File: config.mk
export PLATFORM = sky130hd
export DESIGN_NAME = sequence_generator_fsm
export DESIGN_NICKNAME = d
export VERILOG_FILES = /design/src/rtl/sequence_generator_fsm.sv
export SDC_FILE = /design/constraint.sdc
export NUM_CORES = 1
export LEC_CHECK = 0
export CAP_MARGIN = 20
export CORE_MARGIN = 8
export CORE_UTILIZATION = 55
export CTS_BUF_LIST = sky130_fd_sc_hd__clkbuf_16
export DETAILED_ROUTE_END_ITERATION = 8
export PLACE_DENSITY = 0.8
export REMOVE_ABC_BUFFERS = 1
export SLEW_MARGIN = 20
export SYNTH_ARGS = -nofsm -noshare
export SYNTH_HDL_FRONTEND = slang
export SYNTH_SLANG_ARGS = --single-unit
File: constraint.sdc
create_clock -name Clk -period 3.4 [get_ports Clk]
set_input_delay 0.68 -clock Clk [delete_from_list [all_inputs] [get_ports Clk]]
set_output_delay 0.68 -clock Clk [all_outputs]
set_load 0.05 [all_outputs]
File: src/rtl/sequence_generator_fsm.sv
// Serial pattern generator: sends a latched pattern MSB-first, repeated
// Repeat+1 times with Gap idle cycles between frames, then pulses Done.
module sequence_generator_fsm #(
    parameter int MAX_LEN = 16,
    parameter int LEN_W   = 5
) (
    input  logic               Clk,
    input  logic               Reset,
    input  logic               Start,
    input  logic [MAX_LEN-1:0] Pattern,
    input  logic [LEN_W-1:0]   Length,
    input  logic [3:0]         Repeat,
    input  logic [3:0]         Gap,
    output logic               Y,
    output logic               Valid,
    output logic               Busy,
    output logic               Done,
    output logic [1:0]         dbg_state
);

    // Handshake: Start is a level request, taken only on an edge where the FSM
    // is IDLE and Length!=0; Valid marks each cycle on which Y carries data.
    typedef enum logic [1:0] {
        IDLE = 2'd0,
        SEND = 2'd1,
        GAP  = 2'd2
    } state_t;

    state_t             state_q, state_d;
    logic [MAX_LEN-1:0] pat_q, pat_d;
    logic [LEN_W-1:0]   len_q, len_d;
    logic [LEN_W-1:0]   idx_q, idx_d;
    logic [3:0]         rep_q, rep_d;
    logic [3:0]         gap_q, gap_d;
    logic [3:0]         gap_cnt_q, gap_cnt_d;
    logic               y_d, valid_d, busy_d, done_d;
    logic [LEN_W-1:0]   len_clamp;

    function automatic logic bit_at(input logic [MAX_LEN-1:0] p, input logic [LEN_W-1:0] i);
        logic [MAX_LEN-1:0] s;
        s = p >> i;
        return s[0];
    endfunction

    assign len_clamp = (Length > LEN_W'(MAX_LEN)) ? LEN_W'(MAX_LEN) : Length;
    assign dbg_state = state_q;

    always_comb begin
        state_d   = state_q;
        pat_d     = pat_q;
        len_d     = len_q;
        idx_d     = idx_q;
        rep_d     = rep_q;
        gap_d     = gap_q;
        gap_cnt_d = gap_cnt_q;
        y_d       = 1'b0;
        valid_d   = 1'b0;
        busy_d    = 1'b0;
        done_d    = 1'b0;
        case (state_q)
            IDLE: begin
                if (Start && (Length != '0)) begin
                    pat_d   = Pattern;
                    len_d   = len_clamp;
                    rep_d   = Repeat;
                    gap_d   = Gap;
                    idx_d   = len_clamp - LEN_W'(1);
                    y_d     = bit_at(Pattern, len_clamp - LEN_W'(1));
                    valid_d = 1'b1;
                    busy_d  = 1'b1;
                    state_d = SEND;
                end
            end
            SEND: begin
                if (idx_q != '0) begin
                    idx_d   = idx_q - LEN_W'(1);
                    y_d     = bit_at(pat_q, idx_q - LEN_W'(1));
                    valid_d = 1'b1;
                    busy_d  = 1'b1;
                end else if (rep_q != 4'd0) begin
                    // idx is rewound here so GAP can resume straight at the MSB
                    rep_d  = rep_q - 4'd1;
                    idx_d  = len_q - LEN_W'(1);
                    busy_d = 1'b1;
                    if (gap_q == 4'd0) begin
                        y_d     = bit_at(pat_q, len_q - LEN_W'(1));
                        valid_d = 1'b1;
                    end else begin
                        gap_cnt_d = gap_q;
                        state_d   = GAP;
                    end
                end else begin
                    done_d  = 1'b1;
                    state_d = IDLE;
                end
            end
            GAP: begin
                busy_d = 1'b1;
                if (gap_cnt_q == 4'd1) begin
                    y_d     = bit_at(pat_q, idx_q);
                    valid_d = 1'b1;
                    state_d = SEND;
                end else begin
                    gap_cnt_d = gap_cnt_q - 4'd1;
                end
            end
            default: state_d = IDLE;
        endcase
    end

    always_ff @(posedge Clk) begin
        if (Reset) begin
            state_q   <= IDLE;
            pat_q     <= '0;
            len_q     <= '0;
            idx_q     <= '0;
            rep_q     <= '0;
            gap_q     <= '0;
            gap_cnt_q <= '0;
            Y         <= 1'b0;
            Valid     <= 1'b0;
            Busy      <= 1'b0;
            Done      <= 1'b0;
        end else begin
            state_q   <= state_d;
            pat_q     <= pat_d;
            len_q     <= len_d;
            idx_q     <= idx_d;
            rep_q     <= rep_d;
            gap_q     <= gap_d;
            gap_cnt_q <= gap_cnt_d;
            Y         <= y_d;
            Valid     <= valid_d;
            Busy      <= busy_d;
            Done      <= done_d;
        end
    end

endmodule
==> reports/metrics.yaml, run 1 <==
grt_pass1_vias: 2515
antenna_left: 0
initCoreUtil_pct: 56.0
cp-start-kind: "input pin"
status: "complete, no violations"
hpwl_um: 5480
nets: 410
antenna_found_initial: 0
setup_viol: 0
clkPwrFrac_pct: 31.1
drv_slew: 0
die_h_um: 87.4
grt-ovfl-total: 0
fin_util_pct: 67.5
synthCells: 346
finalSetupTns_ns: 0
drive_gt1_share_pct: 11.5
critPathKind: "input pin to flop"
critPathSlowestCell: "mux4_2"
swShare_pct: 33.0
hold_buffers: 0
boundaryPins: 38
stdcell_area_mm2: 0.00338
yosysUniqueCellTypes: 57
fin_ws_ns: 0.347
grt_max_degree: 43
required_ns: 3.63
wl_per_cell_um: 16.8
netlist_area_mm2: 0.00280
fillers: 423
max_stage_delay_ns: 0.55
warning_count: 26
post-route-period-util_pct: 89.8
cts-htree-levels: 2
hold_violations: 0
arrival_ns: 3.28
row_count: 26
grt_use_total_pct: 20.1
power_density_mw_per_mm2: 518
cts-root-buf: "clkbuf_16"
cts_setup_buffers: 0
worstPathCellList: "clkdlybuf4s50_1, and2b_4, inv_2, ha_1, xnor2_1, mux4_2, or3b_1, o211ai_2, a21o_1"
tightest_slew_ns: 0.618
place.gp.congestion: 0.933
switchingPower_uw: 578
core_mm2: 0.00501
cts_resized: 0
vias_per_cell: 6.02
placed_cells: 435
regArea_um2: 881
cts_buffer_depth: 2
synth-async-reset-ratio_pct: 0
drc_errors: 0
-- run 1: per-layer routing --
layer	vias up	wire length (µm)	global-route usage, %	share of wire, %
li1	1284	-	-	-
met1	1254	3270	25.6	44
met2	111	3480	32.1	47
met3	18	468	3.77	6.3
met4	0	219	9.06	2.9
met5	-	0	0	0
-- run 1: synth_stat cells (all sizes together) (2+ instances only) --
master / count / area share, %
mux4: 11 / 8.8
o21ai: 12 / 2.3
and3: 2 / 0.45
a211oi: 6 / 1.6
nor2b: 5 / 1.4
nor2: 23 / 3.3
o211ai: 4 / 1.2
mux2i: 11 / 3.9
ha: 6 / 2.7
o22ai: 2 / 0.45
inv: 12 / 1.6
nand3: 3 / 0.54
or3: 2 / 0.45
a22oi: 3 / 0.80
o31ai: 4 / 1.2
xnor2: 7 / 2.2
nor3: 15 / 2.9
dfxtp: 44 / 31
a21oi: 42 / 7.5
clkbuf: 18 / 2.4
nand2b: 6 / 1.3
mux2: 5 / 2.0
nor4b: 2 / 0.85
nand2: 65 / 8.7
a211o: 2 / 0.62
xor2: 3 / 0.94
or3b: 3 / 0.94
a22o: 2 / 0.62
buf: 9 / 1.7
-- run 1: critical path: cells and delay by family --
family,cells,cell delay [ns]
AOI/OAI and AO/OA,2,0.21
xor gates and xnor gates,1,0.38
adders and majority gates,1,0.22
buffers and inverters,2,0.55
muxes,1,0.55
and+or+nand+nor,2,0.69
-- run 1: path summary, 6_finish.rpt --
path / start / endpoint / slack [ns] / depth (start not counted)
hold reg to reg: len_q[4]$_SDFFE_PP0P_ / len_q[4]$_SDFFE_PP0P_ / 0.47 / 2
setup / recovery: Length[4] / Y$_SDFF_PP0_ / 0.35 / 9
setup reg to reg: idx_q[0]$_SDFFE_PP0P_ / Y$_SDFF_PP0_ / 0.60 / 8
hold / removal: len_q[4]$_SDFFE_PP0P_ / len_q[4]$_SDFFE_PP0P_ / 0.47 / 2
-- run 1: sequential cells by signal, indices dropped and copies added (netlist names) --
signal and cells:
pat_q 16, idx_q 5, len_q 5, gap_cnt_q 4, gap_q 4, rep_q 4, dbg_state 2, Busy 1
Done 1, Valid 1, Y 1
-- run 1: power groups by stage --
stage | registers [µW] | clock network (µW) | logic, µW
floorplan | 649 | 0 | 369
global placement | 637 | 0 | 555
detailed placement | 639 | 0 | 562
CTS | 628 | 544 | 570
global route | 638 | 566 | 628
finish | 630 | 544 | 576
-- run 1: final cells by class --
| cell class | count | area share [%] |
|---|---|---|
| clock inverters | 3 | 1.15 |
| multi-input cells | 263 | 52.2 |
| well taps | 70 | 2.59 |
| inverters | 12 | 1.33 |
| flip-flops and latches | 44 | 26.1 |
| clock buffers | 5 | 3.70 |
| repair buffers | 46 | 13.0 |
-- run 1: logic make-up after synthesis --
group           Yosys count  synth area share, %
compound gates           88                 19.7
xor+xnor                 10                 3.12
fa+ha+maj                 6                 2.68
buf+inv                  39                 5.67
flops                    44                 31.4
mux                      27                 14.8
simple gates            132                 22.6
Fig. 1: run 1, signal wires on met1
Scale: 6 px per µm. Supply wires on this layer in gray.
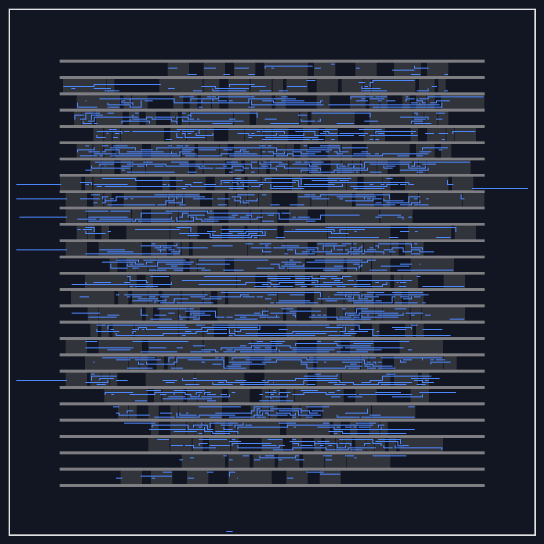
wire length on this layer = 3,270 µm
main direction = horizontal
share of all routed wire = 44%
vias: 2,667
final wirelength: 7440 µm
met1 GRT Util: 25.6%

Fig. 2: run 1, metal 2
Scale: 6 px per µm.
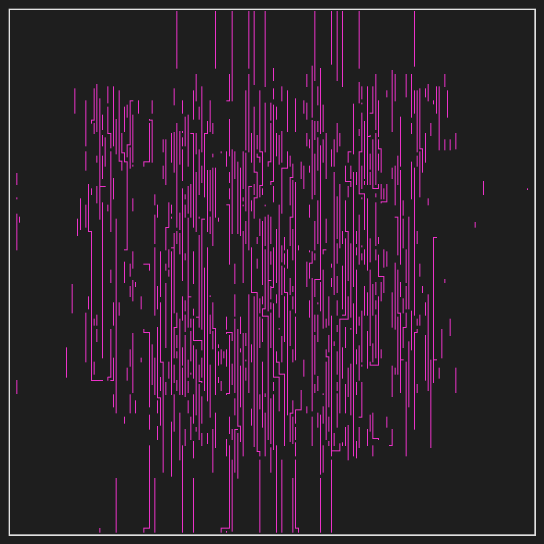
wire length on this layer = 3,480 µm
nets with wire on the layer = 336

Fig. 3: run 1, signal wires on met3
Scale: 6 px per µm.
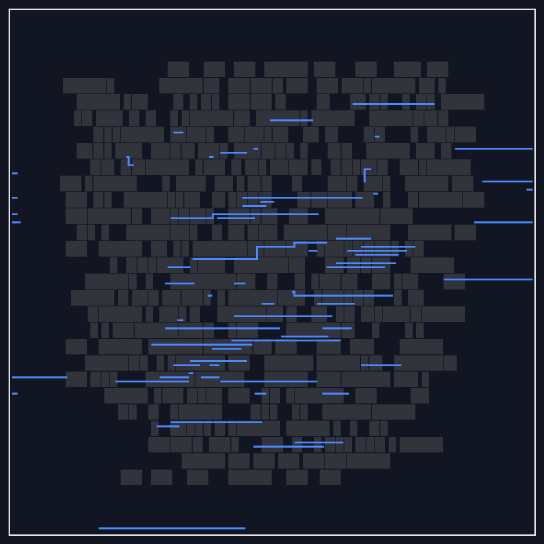
main direction = horizontal
longest straight run = 24.2 µm

--- run 2 (diff from run 1) ---
--- a/config.mk
+++ b/config.mk
@@ -5,7 +5,6 @@
 export SDC_FILE = /design/constraint.sdc
 export NUM_CORES = 1
 export LEC_CHECK = 0
-export CAP_MARGIN = 20
 export CORE_MARGIN = 8
 export CORE_UTILIZATION = 55
 export CTS_BUF_LIST = sky130_fd_sc_hd__clkbuf_16
==> run 2 against run 1 <==
  * Largest power group unchanged
  * Via count unchanged
  * Critical path type unchanged
  * Count of clock-buffer cells in the layout unchanged
  * Final area stayed put
  * Register-to-register slack is essentially flat
  * Largest cell class unchanged
  * Critical path depth did not move
  * Clock power about the same
==> reports/metrics.yaml, run 2 <==
status: "complete, no violations"
synthCells: 346  # unchanged
timing.rr.start: "idx_q[0]$_SDFFE_PP0P_"
startpoint: "Length[4]"
place.gp.congestion: 0.933  # unchanged
critPathKind: "input pin to flop"
fin_ws_ns: 0.347  # unchanged
grt-ovfl-total: 0  # unchanged
critPathSlowestCell: "mux4_2"
die_h_um: 87.4  # unchanged
cts_setup_buffers: 0  # unchanged
yosys-top-cells-area: "dfxtp_1 (31%), mux4_2 (8.8%), nand2_1 (8.7%)"
power_density_mw_per_mm2: 518  # unchanged
largest_area_cell: "dfxtp_1"
antenna_found_initial: 0  # unchanged
synth-async-reset-ratio_pct: 0  # unchanged
antenna_left: 0  # unchanged
drive_gt1_share_pct: 11.5  # unchanged
cts-root-buf: "clkbuf_16"
path_buffers: 2  # unchanged
hold_violations: 0  # unchanged
cts_resized: 0  # unchanged
largest_reg_flops: 16  # unchanged
yosysUniqueCellTypes: 57  # unchanged
wl_per_cell_um: 16.8  # unchanged
required_ns: 3.63  # about the same
worst_path_dominant_cell_family: "simple AND/OR/NAND/NOR gates"
drv_slew: 0  # unchanged
top_cell: "nand2_1"
regArea_um2: 881  # unchanged
largest_register: "pat_q"
fillers: 423  # unchanged
grt_use_total_pct: 20.1  # unchanged
placed_cells: 435  # unchanged
wirelength_um: 7440  # unchanged
hpwl_um: 5480  # unchanged
hold_buffers: 0  # unchanged
post-route-period-util_pct: 89.8  # unchanged
cts-htree-levels: 2  # unchanged
drc_errors: 0  # unchanged
cp-start-kind: "input pin"
max_stage_delay_ns: 0.55  # about the same
run 2: final timing paths:
path	cells past startpoint	slack, ns	end
setup / recovery	9	0.35	Y$_SDFF_PP0_
hold / removal	2	0.47	len_q[4]$_SDFFE_PP0P_
setup reg to reg	8	0.60	Y$_SDFF_PP0_
hold reg to reg	2	0.47	len_q[4]$_SDFFE_PP0P_
run 2: cell families (layout without fill, tap and decap cells):
logic type	Yosys count	in the layout	synth area share, %
flops	44	44	31.4
compound gates	88	88	19.7
xor+xnor	10	10	3.12
buf+inv	39	66	5.67
simple gates	132	132	22.6
mux	27	27	14.8
fa+ha+maj	6	6	2.68
run 2: power by group:
part           leakage (µW)  internal, µW  switching [µW]
combinational      0.000823           264             312
sequential         0.000361           565            65.2
clock             0.0000850           343             201
total               0.00127          1170             578
run 2: cell type report:
cell class,count,share of cell area (%)
clock buffer,5,3.70
multi-input combinational,263,52.2
sequential,44,26.1
timing repair buffer,46,13.0
tap,70,2.59
inverter,12,1.33
clock inverter,3,1.15
run 2: routing by layer:
metal,global-route usage [%],wire length [µm],up-vias
li1,-,-,1284
met1,25.6,3270,1254
met2,32.1,3480,111
met3,3.77,468,18
met4,9.06,219,0
met5,0,0,-
run 2: worst register-to-register path: stages, from the launching register on:
cell and delay, ns:
dfxtp_1 0.58, inv_1 0.20, ha_1 0.28, xnor2_1 0.48, mux2_2 0.40, o31ai_1 0.20
o22ai_1 0.14, a32o_1 0.28, a21o_1 0.15
run 2: metrics by stage:
stage               power (µW)  hold WS, ns
floorplan                 1020        0.443
global placement          1190        0.455
detailed placement        1200        0.470
CTS                       1740        0.480
global route              1830        0.501
finish                    1750        0.473
Fig. 4: run 2, signal wires on met3
Scale: 6 px per µm.
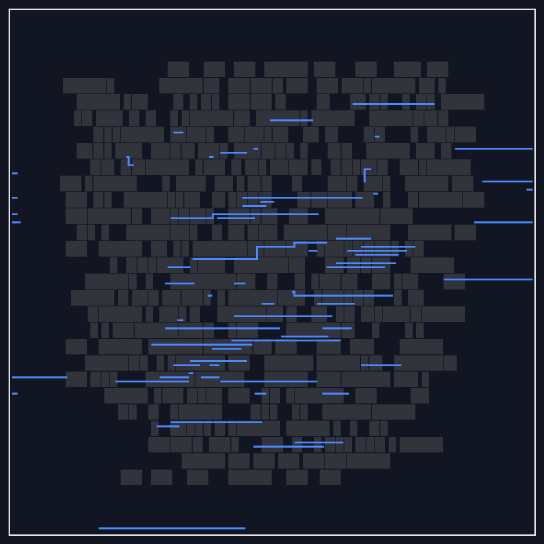
nets with wire on the layer = 49
main direction = horizontal
share of all routed wire = 6.3%
longest straight run = 24.2 µm

No activity file was given, so power comes from the tool's default toggle rates.
